### src/rtl/float_result_queue_if.sv
// Handshake, status and control bundle between the float ALU, the result queue and its consumer.
// slave = queue side, master = ALU/consumer side.
interface float_result_queue_if #(
    parameter int DATA_W = 32,
    parameter int FLAG_W = 5,
    parameter int DEPTH  = 4,
    parameter int TAG_W  = 3
);
    localparam int CNT_W = $clog2(DEPTH) + 1;

    logic              in_valid;
    logic              in_ready;
    logic [DATA_W-1:0] in_result;
    logic [FLAG_W-1:0] in_flags;
    logic [TAG_W-1:0]  in_tag;

    logic              out_valid;
    logic              out_ready;
    logic [DATA_W-1:0] out_result;
    logic [FLAG_W-1:0] out_flags;
    logic [TAG_W-1:0]  out_tag;

    logic [CNT_W-1:0]  count;
    logic [FLAG_W-1:0] sticky_flags;
    logic              sticky_clr;
    logic [FLAG_W-1:0] flag_mask;
    logic              exc_irq;

    modport slave (
        input  in_valid, in_result, in_flags, in_tag, out_ready, sticky_clr, flag_mask,
        output in_ready, out_valid, out_result, out_flags, out_tag, count, sticky_flags, exc_irq
    );

    modport master (
        output in_valid, in_result, in_flags, in_tag, out_ready, sticky_clr, flag_mask,
        input  in_ready, out_valid, out_result, out_flags, out_tag, count, sticky_flags, exc_irq
    );
endinterface

### src/rtl/float_result_queue.sv
// Circular result FIFO for float ALU beats with sticky IEEE-754 exception flags and maskable IRQ.
// Define FRQ_BYPASS_EN to let an empty queue forward the input beat combinationally.
module float_result_queue #(
    parameter int DATA_W = 32,
    parameter int FLAG_W = 5,
    parameter int DEPTH  = 4,
    parameter int TAG_W  = 3
) (
    input logic                 clk,
    input logic                 rst,
    float_result_queue_if.slave bus
);
    localparam int PTR_W   = $clog2(DEPTH);
    localparam int CNT_W   = PTR_W + 1;
    localparam int ENTRY_W = DATA_W + FLAG_W + TAG_W;
    localparam logic [CNT_W-1:0] FULL_CNT = CNT_W'(DEPTH);

    logic [ENTRY_W-1:0] mem_q [DEPTH];
    logic [PTR_W-1:0]   wr_ptr_q, wr_ptr_d;
    logic [PTR_W-1:0]   rd_ptr_q, rd_ptr_d;
    logic [CNT_W-1:0]   count_q, count_d;
    logic [FLAG_W-1:0]  sticky_q, sticky_d;
    logic               irq_q, irq_d;

    logic               full, empty, push, wr_en, pop;
    logic [FLAG_W-1:0]  sticky_base;
    logic [ENTRY_W-1:0] head;

    assign full  = (count_q == FULL_CNT);
    assign empty = (count_q == '0);
    assign head  = mem_q[rd_ptr_q];
    assign push  = bus.in_valid && !full;
    assign pop   = !empty && bus.out_ready;

    assign bus.in_ready     = !full;
    assign bus.count        = count_q;
    assign bus.sticky_flags = sticky_q;
    assign bus.exc_irq      = irq_q;

`ifdef FRQ_BYPASS_EN
    logic bypass;
    assign bypass        = empty && bus.in_valid;
    assign bus.out_valid = !empty || bypass;
    assign bus.out_result = bypass ? bus.in_result : head[ENTRY_W-1 -: DATA_W];
    assign bus.out_flags  = bypass ? bus.in_flags  : head[TAG_W +: FLAG_W];
    assign bus.out_tag    = bypass ? bus.in_tag    : head[TAG_W-1:0];
    // A forwarded beat taken by the consumer never occupies an entry.
    assign wr_en = push && !(bypass && bus.out_ready);
`else
    assign bus.out_valid  = !empty;
    assign bus.out_result = head[ENTRY_W-1 -: DATA_W];
    assign bus.out_flags  = head[TAG_W +: FLAG_W];
    assign bus.out_tag    = head[TAG_W-1:0];
    assign wr_en = push;
`endif

    always_comb begin
        wr_ptr_d = wr_ptr_q;
        rd_ptr_d = rd_ptr_q;
        count_d  = count_q;
        if (wr_en) wr_ptr_d = wr_ptr_q + PTR_W'(1);
        if (pop)   rd_ptr_d = rd_ptr_q + PTR_W'(1);
        case ({wr_en, pop})
            2'b10:   count_d = count_q + CNT_W'(1);
            2'b01:   count_d = count_q - CNT_W'(1);
            default: count_d = count_q;
        endcase
    end

    // A push in the same cycle as a clear still records its flags.
    always_comb begin
        sticky_base = bus.sticky_clr ? '0 : sticky_q;
        sticky_d    = push ? (sticky_base | bus.in_flags) : sticky_base;
        irq_d       = |(sticky_d & bus.flag_mask);
    end

    always_ff @(posedge clk) begin
        if (rst) begin
            wr_ptr_q <= '0;
            rd_ptr_q <= '0;
            count_q  <= '0;
            sticky_q <= '0;
            irq_q    <= 1'b0;
        end else begin
            wr_ptr_q <= wr_ptr_d;
            rd_ptr_q <= rd_ptr_d;
            count_q  <= count_d;
            sticky_q <= sticky_d;
            irq_q    <= irq_d;
        end
    end

    always_ff @(posedge clk) begin
        if (wr_en && !rst) mem_q[wr_ptr_q] <= {bus.in_result, bus.in_flags, bus.in_tag};
    end
endmodule

### src/flat_wrapper.sv
// flat-port wrapper written by rule: the top's interface ports become plain ports
module float_result_queue_flat 
#(
    parameter int DATA_W = 32,
    parameter int FLAG_W = 5,
    parameter int DEPTH  = 4,
    parameter int TAG_W  = 3
)
  (clk, rst, bus_in_valid, bus_in_result, bus_in_flags, bus_in_tag, bus_out_ready, bus_sticky_clr, bus_flag_mask, bus_in_ready, bus_out_valid, bus_out_result, bus_out_flags, bus_out_tag, bus_count, bus_sticky_flags, bus_exc_irq);
  float_result_queue_if #(.DATA_W(DATA_W), .FLAG_W(FLAG_W), .DEPTH(DEPTH), .TAG_W(TAG_W)) bus_i ();
  input logic clk;
  input logic rst;
  input wire logic [$bits(bus_i.in_valid)-1:0] bus_in_valid;
  input wire logic [$bits(bus_i.in_result)-1:0] bus_in_result;
  input wire logic [$bits(bus_i.in_flags)-1:0] bus_in_flags;
  input wire logic [$bits(bus_i.in_tag)-1:0] bus_in_tag;
  input wire logic [$bits(bus_i.out_ready)-1:0] bus_out_ready;
  input wire logic [$bits(bus_i.sticky_clr)-1:0] bus_sticky_clr;
  input wire logic [$bits(bus_i.flag_mask)-1:0] bus_flag_mask;
  output wire logic [$bits(bus_i.in_ready)-1:0] bus_in_ready;
  output wire logic [$bits(bus_i.out_valid)-1:0] bus_out_valid;
  output wire logic [$bits(bus_i.out_result)-1:0] bus_out_result;
  output wire logic [$bits(bus_i.out_flags)-1:0] bus_out_flags;
  output wire logic [$bits(bus_i.out_tag)-1:0] bus_out_tag;
  output wire logic [$bits(bus_i.count)-1:0] bus_count;
  output wire logic [$bits(bus_i.sticky_flags)-1:0] bus_sticky_flags;
  output wire logic [$bits(bus_i.exc_irq)-1:0] bus_exc_irq;
  assign bus_i.in_valid = bus_in_valid;
  assign bus_i.in_result = bus_in_result;
  assign bus_i.in_flags = bus_in_flags;
  assign bus_i.in_tag = bus_in_tag;
  assign bus_i.out_ready = bus_out_ready;
  assign bus_i.sticky_clr = bus_sticky_clr;
  assign bus_i.flag_mask = bus_flag_mask;
  assign bus_in_ready = bus_i.in_ready;
  assign bus_out_valid = bus_i.out_valid;
  assign bus_out_result = bus_i.out_result;
  assign bus_out_flags = bus_i.out_flags;
  assign bus_out_tag = bus_i.out_tag;
  assign bus_count = bus_i.count;
  assign bus_sticky_flags = bus_i.sticky_flags;
  assign bus_exc_irq = bus_i.exc_irq;
  float_result_queue #(.DATA_W(DATA_W), .FLAG_W(FLAG_W), .DEPTH(DEPTH), .TAG_W(TAG_W)) u_core (.clk(clk), .rst(rst), .bus(bus_i));
endmodule
### config.mk
export PLATFORM = sky130hd
export DESIGN_NAME = float_result_queue_flat
export DESIGN_NICKNAME = d
export VERILOG_FILES = /design/src/rtl/float_result_queue_if.sv /design/src/rtl/float_result_queue.sv /design/src/flat_wrapper.sv
export SDC_FILE = /design/constraint.sdc
export NUM_CORES = 1
export LEC_CHECK = 0
export ABC_AREA = 0
export CAP_MARGIN = 20
export CORE_UTILIZATION = 45
export DETAILED_ROUTE_END_ITERATION = 10
export PLACE_DENSITY_LB_ADDON = 0.1
export SYNTH_ARGS = -nofsm -noshare
export SYNTH_HDL_FRONTEND = slang
export SYNTH_SLANG_ARGS = --single-unit
### constraint.sdc
create_clock -name clk -period 2.2 [get_ports clk]
set_input_delay 0.44 -clock clk [delete_from_list [all_inputs] [get_ports clk]]
set_output_delay 0.44 -clock clk [all_outputs]
set_load 0.02 [all_outputs]
final_congestion.png
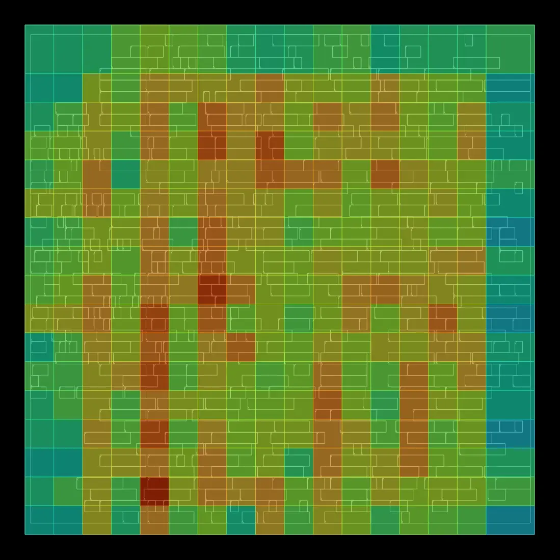
GR Util met2: 27.8%
GR Util met3: 5.43%
total track usage: 17.3%
layer with the highest usage: met2

drive_strength.png
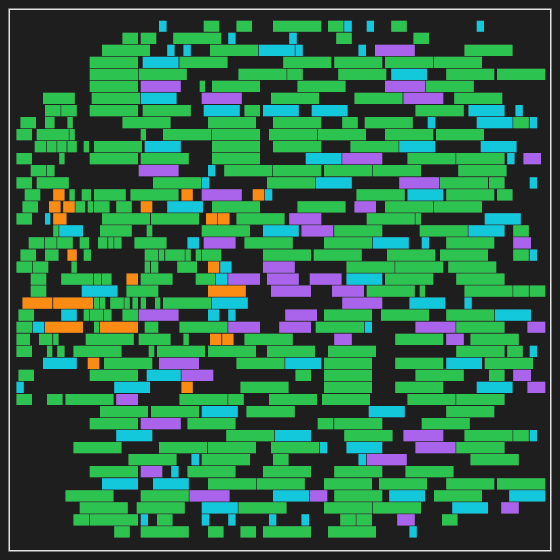
colour	size	cells
green	drive 1 or less	288
purple	drive 6 and up	44
orange	drive 3 to 4	21
cyan	drive 2	87

==> deck_impl_summary.md <==
Synthesis and Place & Route Summary

Clock tree
  • Clock buffer depth: 2
  • Post-CTS setup buffer count: 1
  • H-tree depth: 4
  • Worst skew pair latency: 0.42 ns
  • CTS tree: built
  • Clk slew on worst S/H paths: ~0.06 ns
  • Hold_buf cts: 0
  • Total CTS buffers: 17
  • Root buf cell: clkbuf_16
  • Resize count post-CTS: around 180
  • CTS Sinks: between 150 and 200

Global route
  • Number of global-route vias before repair: ~3400
  • Global-route wire length before repair: between 15 and 20 mm
  • Initial antenna violation count: 0
  • Largest net degree at the start of global routing: 34
  • GR Overflow Total: 0
  • GR Util met1: a little over a fifth

Critical path
  • Worst-case reg-to-reg path depth: 10
  • Slowest CP cell: mux4_2
  • Max stage delay on crit path: between 0.5 and 0.6 ns
  • CP Max Fanout: 10
  • Critical-path cell list: buf_12 -> mux4_2 -> buf_2
  • R2R Path Start: u_core.bus.count[1]
  • Setup CP Type: reg -> out
  • Critical Path Sink: bus_out_result[27]
  • CP Launch Type: flop
  • Critical Path AT: roughly 1.7 ns
  • Crit path capture type: output port
  • CP bufs+invs: 2
  • Req. time, crit path: about 1.8 ns
  • R2r setup slk: approximately 0.16 ns
  • Reg2reg end: u_core.bus.count[2]
  • Delay-heaviest family, CP: multiplexers
  • Crit path depth: 3

Final layout
  • Mi-comb count: around 96
  • Flop share of the area: around three fifths
  • Net count reported at finish: ~480
  • Fillers: around 1000
  • Fin util: between 60% and 70%
  • Flop count: 175
  • Clock buffer count: 27
  • Fin area: 8470 um2
  • Share of layout cells above drive strength 1: 34.5%
  • P&R area growth vs syn: 30.7%
  • Reg area: a little over 5000 um2
  • Non-Clock Buffer Count: 127
  • Combinational fraction of the cell area: 15.5%
  • Dominant kind of cell by area: sequential cells
  • Antenna cells: 0
  • Multi-input logic area: roughly 1300 um2
  • Non-clk buf share: 14.3%
  • Logic inverters: 10
  • Clk cell area share: about 6.6%
  • Cell Count, Final, Fillers Out: slightly above 600

Final timing
  • Relative slew margins: between 80% and 90%
  • RSZ-0062 raised after global routing: true
  • Final WS setup: between 0.02 and 0.03 ns
  • Max-slew violations: 0
  • Final hold slack: between 0.5 and 0.6 ns
  • Hold Violations, Final: 0
  • Max Clk Rate: approximately 460 MHz
  • TNS Setup: 0 ns
  • Worst Max-Slew Pin Slew: around 0.27 ns
  • Clock Skew: slightly above 0.009 ns
  • # setup viols final: 0
  • Fin crit share: a little over nine tenths
  • Minimum clock period: roughly 2.2 ns

Synth
  • Cells in synth_stat.txt: 292
  • Synth area leader: edfxtp_1
  • Yosys warnings: 0
  • Synth top cell by count: edfxtp_1
  • Yosys Chip Area: between 6000 and 7000 um2
  • Commonest cells post-synth: edfxtp_1, mux4_2, dfxtp_1, nor2_1, inv_1
  • Post-synthesis sequential area ratio: about four fifths
  • Synth cell types: 26
  • Dominant Register Cell: edfxtp_1
  • Synth Area per Inst: around 22 um2
  • Post-synth EDFFs: 160
  • Synth top area share: ~74%
  • And+or+nand+nor area frac: about 2.4%
  • Nets at Floorplan: approximately 350
  • XOR Share, Synth: 0.676%
  • Synth Instances: around 290
  • Top cells, area: edfxtp_1, mux4_2, dfxtp_1
  • Netlist Area Pre-Place: 6480 um2
  • Top logic cell family in the synthesized netlist: multiplexers
  • Ys async rst share: 0%
  • Post-Synth AOI/OAI Area: under 10%
  • Adder-cell share of the synthesized area: 1.27%
  • Flops after synth: roughly 180
  • Synth mux share: about 14%

Power
  • Worst VDD drop: roughly 0.74 mV
  • Comb power frac: 26.9%
  • Clock group: 2.78 mW
  • Largest Pwr Group: registers
  • Final total power: around 9.3 mW
  • Combinational gate power: approximately 2.5 mW
  • Seq power: roughly 4 mW
  • Sw power: 2.48 mW
  • Sequential group share of total power: 43.2%
  • P_int: 6.82 mW
  • Clock Power Share: approximately 30%
  • Leak: ~2.8 nW
  • Cell Pwr Density: 1100 nW/um2
  • Switch share: 26.7%

Route
  • Wire per inst: 18.7 um
  • ANT nets after route: 0
  • Final wirelength: 11.6 mm
  • Via count: around 3200
  • DRC viols: 0
  • M1 WL: ~5 mm
  • Met3 wire length: ~670 um
  • Drt first pass iters: 4
  • DR iter-0 viols: 219
  • Highest routed layer: met4
  • DR WL met2: a little under 6 mm
  • Avg Vias per Cell: just over 5

Floorplanning
  • Die area: ~15000 um2
  • Pre-Place Util: around 46%
  • Number of placed I/O pins: about 100
  • Core box area: between 10000 and 15000 um2
  • Row count: 43
  • Die W: 122 um
  • Tap cells: approximately 180
  • Die height: ~120 um

Run
  • Tool warning count: 31
  • Max_cap viols: 0

Min path
  • Hold path cells: 2
  • Hold_sp: u_core.wr_ptr_q[1]
  • HP Class: reg -> reg
  • Worst Hold Path EP: u_core.wr_ptr_q[1]

Placed design
  • Cells after DPL: roughly 590
  • Area after DPL: 8040 um2
  • IO buf count: about 100
  • Routability cong.: ~0.76
  • Dpl ws: -0.0939 ns
  • Dpl hpwl: between 7 and 8 mm

Status
  • Status: completed
wire_density.png
The bar under the picture is 20 um long. 24 x 24 tiles, from dark blue (low) to red (high), scaled to the fullest tile. Values are wire area over tile area, all layers added.
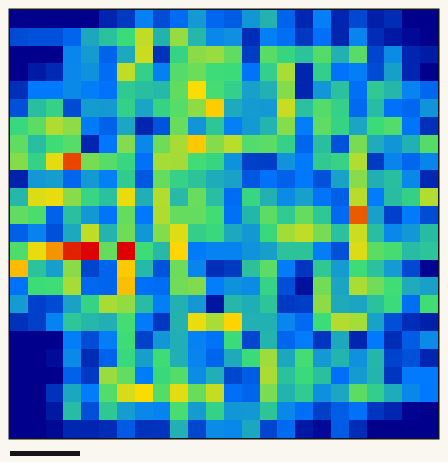
fullest tile	0.36
densest ninth of the die	left middle
nearly empty tiles	6.1%

==> cells in the final DEF, fill, tap and decap left out, types with 2 or more instances in the layout <==
cell type	n
a22oi_1	2
buf_4	14
clkbuf_16	19
xnor2_1	2
ha_1	4
and2_2	4
clkdlybuf4s50_1	59
nor2b_1	5
dfxtp_1	10
buf_6	10
clkinv_2	5
clkbuf_8	3
mux4_2	40
a21oi_1	6
buf_12	12
nor2_1	11
nand2_1	6
inv_1	8
o22ai_1	3
xor2_1	3
dfxtp_2	2
dfxtp_4	3
edfxtp_1	160
buf_2	31
clkbuf_1	5
==> registers in the layout, indices dropped and copies added (netlist names), named ones only <==
signal and count:
u_core.bus.count 3, u_core.bus.exc_irq 1, u_core.bus.sticky_flags 5, u_core.mem_q 160, u_core.rd_ptr_q 2, u_core.wr_ptr_q 2
Power is estimated from default activity; no workload was simulated.
